## src/rtl/pc_redirect_ctrl.sv

```systemverilog
// pc_redirect_ctrl: drives the next-PC mux select and PC load enable.
// It sequences the front-end flush after every redirect and latches
// interrupt requests until they can be taken in a clean RUN cycle.
module pc_redirect_ctrl #(
  parameter int FLUSH_CYCLES = 2,    // cycles FLUSH stays high per redirect (1..7)
  parameter bit INT_EN       = 1'b1  // 0 removes the interrupt entry path
) (
  input  logic       clk,
  input  logic       rst,
  input  logic       stall,
  input  logic       br_taken,
  input  logic       jal_ex,
  input  logic       jalr_ex,
  input  logic       mret_ex,
  input  logic       intr,
  input  logic       mie,
  output logic [2:0] pc_source,
  output logic       pc_write,
  output logic       flush,
  output logic       int_taken,
  output logic       int_pend
);

  typedef enum logic {RUN, FLUSHING} state_t;

  localparam logic [2:0] SRC_PC4    = 3'd0;
  localparam logic [2:0] SRC_JALR   = 3'd1;
  localparam logic [2:0] SRC_BRANCH = 3'd2;
  localparam logic [2:0] SRC_JAL    = 3'd3;
  localparam logic [2:0] SRC_MTVEC  = 3'd4;
  localparam logic [2:0] SRC_MEPC   = 3'd5;

  // Counter value loaded on a redirect: the redirect cycle itself is the
  // first flush cycle, so FLUSHING covers the remaining ones.
  localparam logic [2:0] FCNT_LOAD  = 3'(FLUSH_CYCLES - 1);

  state_t     state_reg;
  logic [2:0] fcnt_reg;
  logic       pend_reg;
  logic       redirect;

  // Zero-latency output decode from state, pending flag and EX inputs.
  always_comb begin
    pc_source = SRC_PC4;
    pc_write  = 1'b0;
    flush     = 1'b0;
    int_taken = 1'b0;
    redirect  = 1'b0;
    if (!rst) begin
      if (state_reg == FLUSHING) begin
        // EX resolutions here belong to squashed instructions: ignore them.
        flush    = 1'b1;
        pc_write = ~stall;
      end else if (mret_ex) begin
        pc_source = SRC_MEPC;
        pc_write  = 1'b1;
        flush     = 1'b1;
        redirect  = 1'b1;
      end else if (jalr_ex) begin
        pc_source = SRC_JALR;
        pc_write  = 1'b1;
        flush     = 1'b1;
        redirect  = 1'b1;
      end else if (br_taken) begin
        pc_source = SRC_BRANCH;
        pc_write  = 1'b1;
        flush     = 1'b1;
        redirect  = 1'b1;
      end else if (jal_ex) begin
        pc_source = SRC_JAL;
        pc_write  = 1'b1;
        flush     = 1'b1;
        redirect  = 1'b1;
      end else if ((INT_EN != 1'b0) && pend_reg && mie && !stall) begin
        // Interrupt entry only when no EX redirect competes and the
        // front end is not frozen.
        pc_source = SRC_MTVEC;
        pc_write  = 1'b1;
        flush     = 1'b1;
        int_taken = 1'b1;
        redirect  = 1'b1;
      end else if (stall) begin
        pc_write  = 1'b0;
      end else begin
        pc_write  = 1'b1;
      end
    end
  end

  assign int_pend = pend_reg;

  // Flush sequencer state, flush counter and interrupt pending flag.
  always_ff @(posedge clk or posedge rst) begin
    if (rst) begin
      state_reg <= RUN;
      fcnt_reg  <= 3'd0;
      pend_reg  <= 1'b0;
    end else begin
      case (state_reg)
        RUN: begin
          if (redirect && (FLUSH_CYCLES > 1)) begin
            state_reg <= FLUSHING;
            fcnt_reg  <= FCNT_LOAD;
          end
        end
        FLUSHING: begin
          if (fcnt_reg == 3'd1) begin
            state_reg <= RUN;
            fcnt_reg  <= 3'd0;
          end else begin
            fcnt_reg  <= fcnt_reg - 3'd1;
          end
        end
        default: begin
          state_reg <= RUN;
          fcnt_reg  <= 3'd0;
        end
      endcase
      // Clearing on the taken cycle wins over a simultaneous new request.
      if (INT_EN == 1'b0) begin
        pend_reg <= 1'b0;
      end else if (int_taken) begin
        pend_reg <= 1'b0;
      end else if (intr) begin
        pend_reg <= 1'b1;
      end
    end
  end

endmodule

```

## config.mk

```make
export PLATFORM = sky130hd
export DESIGN_NAME = pc_redirect_ctrl
export DESIGN_NICKNAME = d
export VERILOG_FILES = /design/src/rtl/pc_redirect_ctrl.sv
export SDC_FILE = /design/constraint.sdc
export NUM_CORES = 1
export LEC_CHECK = 0
export CAP_MARGIN = 0
export CORE_MARGIN = 2
export CORE_UTILIZATION = 25
export DETAILED_ROUTE_END_ITERATION = 10
export MAX_ROUTING_LAYER = met4
export PLACE_DENSITY = 0.51
export REMOVE_ABC_BUFFERS = 1
export SETUP_SLACK_MARGIN = 0.05
export SYNTH_ARGS = -nofsm -noshare
export SYNTH_HDL_FRONTEND = slang
export SYNTH_SLANG_ARGS = --single-unit
```

## constraint.sdc

```tcl
create_clock -name clk -period 2.2 [get_ports clk]
set_input_delay 0.22 -clock clk [delete_from_list [all_inputs] [get_ports clk]]
set_output_delay 0.22 -clock clk [all_outputs]
set_load 0.03 [all_outputs]
```

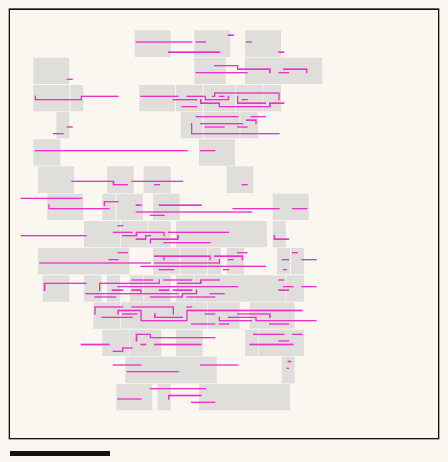
(images/m1.png)
Bar = 10 um. Cells faint in the background.
nets with wire on the layer: 64
wire length on this layer: 415 um
main direction: horizontal
longest straight run: 15.2 um
share of all routed wire: 47%

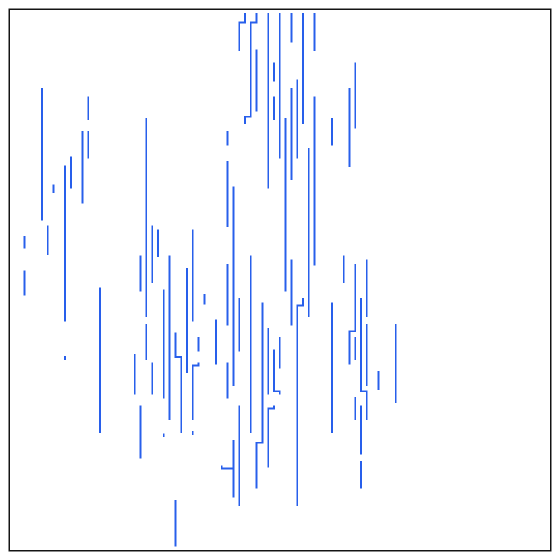
(images/m2.png)
share of all routed wire: 50%
nets with wire on the layer: 63

==> reports/results.ini <==
[run_status]
status = complete, no violations

[detailed_routing]
via_per_inst = 4.628
top_layer = met3
met3_length_um = 27
wl_per_cell_um = 11.35
drt-pass1-iter-count = 2
met2WireLength_um = 444
ant_nets = 0
drc = 0

[grt]
grt_pass1_wl_um = 1587
use_met3 = 0.02553
grt_overflow_total = 0
use_met1 = 0.1377
grt_pass1_vias = 381
antenna_found_initial = 0
grt_max_degree = 10

[yosys]
synth_cell_types = 21
synth_area_um2 = 376.6
topCellsByArea = dfrtp_1 33%, ha_1 6.6%, nor4b_4 6.3%
yosysWarnings = 0
ys_area_um2 = 376.6
synth-async-reset-ratio = 1.000
ys_cells = 41
ys_seq_elements = 5
avgSynthCellArea_um2 = 9.186
synth_cells = 41
ys_seq_frac = 0.3322
yosysTopAreaCellShare = 0.3322
ff_type = dfrtp_1
edf_count = 0

[finish]
layout_top_cell = clkdlybuf4s50_1
fin_nets = 74
largest_reg_flops = 3
syn2layout_area_growth_pct = 56.15
lay_top_cells = 12 x clkdlybuf4s50_1, 7 x buf_4, 5 x inv_1, 5 x dfrtp_1, 4 x nor2_1
num_antenna_cells = 0

[min_path]
hp-class = in -> async

[final_timing]
setup_viol = 0
finalSetupTns_ps = 0
timing.hold.ws_ps = 428.2
rsz0062_at_grt = no
relSlewSlack = 0.7621
max_freq_mhz = 488.7
slew_viol_final = 0

[setup_path]
slowest_stage = clkdlybuf4s50_1
crit_arrival_ps = 1830
path_cells = clkdlybuf4s50_1 -> and2b_2 -> o31a_1 -> clkdlybuf4s50_1
crit_required_ps = 1980
crit_path_end_kind = output pin
crit_type = in -> out

[power]
swShare = 0.3938
vdd.ir_drop.worst_mv = 0.4366
p_per_area_nw_per_um2 = 859.4
p_leak_uw = 0.0002521
p_int_uw = 306.4
pwr-share-comb = 0.455
p_total_uw = 505.4

[place]
place_area_um2 = 559.3
place_congestion = 0.7048

[cts]
numCtsBuffers = 3
clk_pin_slew_ps = 50
cts.sinks = 5
cts_setup_buffers = 0
clock-root-buffer = clkbuf_4

[floorplan]
die_w_um = 42.81
core_um2 = 1454
ios = 16
die_h_um = 42.81
row_count = 14

[run]
cap_viol_max_count = 0

[area by class of cell]
type / count / area (um^2) / share of cell area
sequential: 5 / 125.1 / 0.2128
clock buffer: 4 / 26.28 / 0.04468
timing repair buffer: 19 / 172.7 / 0.2936
tap: 16 / 20.02 / 0.03404
inverter: 5 / 18.77 / 0.03191
multi-input combinational: 29 / 225.2 / 0.3830
[power by group through the flow]
stage	sequential (uW)	clock [uW]	combinational (uW)
finish	168	107	230
global route	178	113	256
CTS	167	109	231
detailed placement	168	0	231
global placement	167	0	226
floorplan	158	0	149
[cells by family after synthesis]
logic type,count (synthesis),synth area share
adders and majority gates,2,0.06643
DFF,5,0.3322
buffers and inverters,7,0.07642
xor gates and xnor gates,1,0.02326
and+or+nand+nor,14,0.2824
AOI/OAI and AO/OA,11,0.1927
muxes,1,0.02658
[stage by stage]
step	cells	util	worst slack, ps
final	78	0.4045	153.7
after global routing	78	0.4045	88.45
after CTS	78	0.4028	144.0
after detailed placement	74	0.3847	144.7
after global placement	74	0.3847	155.2
after floorplan	39	-	480.1
[worst paths after layout]
| kind | startpoint | endpoint | slack [ps] | cells after the start |
|---|---|---|---|---|
| worst max-delay path | br_taken | pc_source[0] | 150 | 4 |
| worst min-delay path | rst | int_pend$_DFFE_PP0P_ | 430 | 3 |
| worst max register to register | fcnt_reg[0]$_DFFE_PP0P_ | fcnt_reg[1]$_DFFE_PP0P_ | 1010 | 4 |
| worst min register to register | fcnt_reg[0]$_DFFE_PP0P_ | fcnt_reg[0]$_DFFE_PP0P_ | 560 | 1 |
| max in group asynchronous | rst | state_reg$_DFF_PP0_ | 1590 | 3 |
| min in group clk | intr | int_pend$_DFFE_PP0P_ | 550 | 3 |
[worst max-delay path, delay by kind of cell]
family          cells  cell delay, ps
simple gates        1             230
compound gates      1             230
buf+inv             2            1150
Power is estimated from default activity; no workload was simulated.
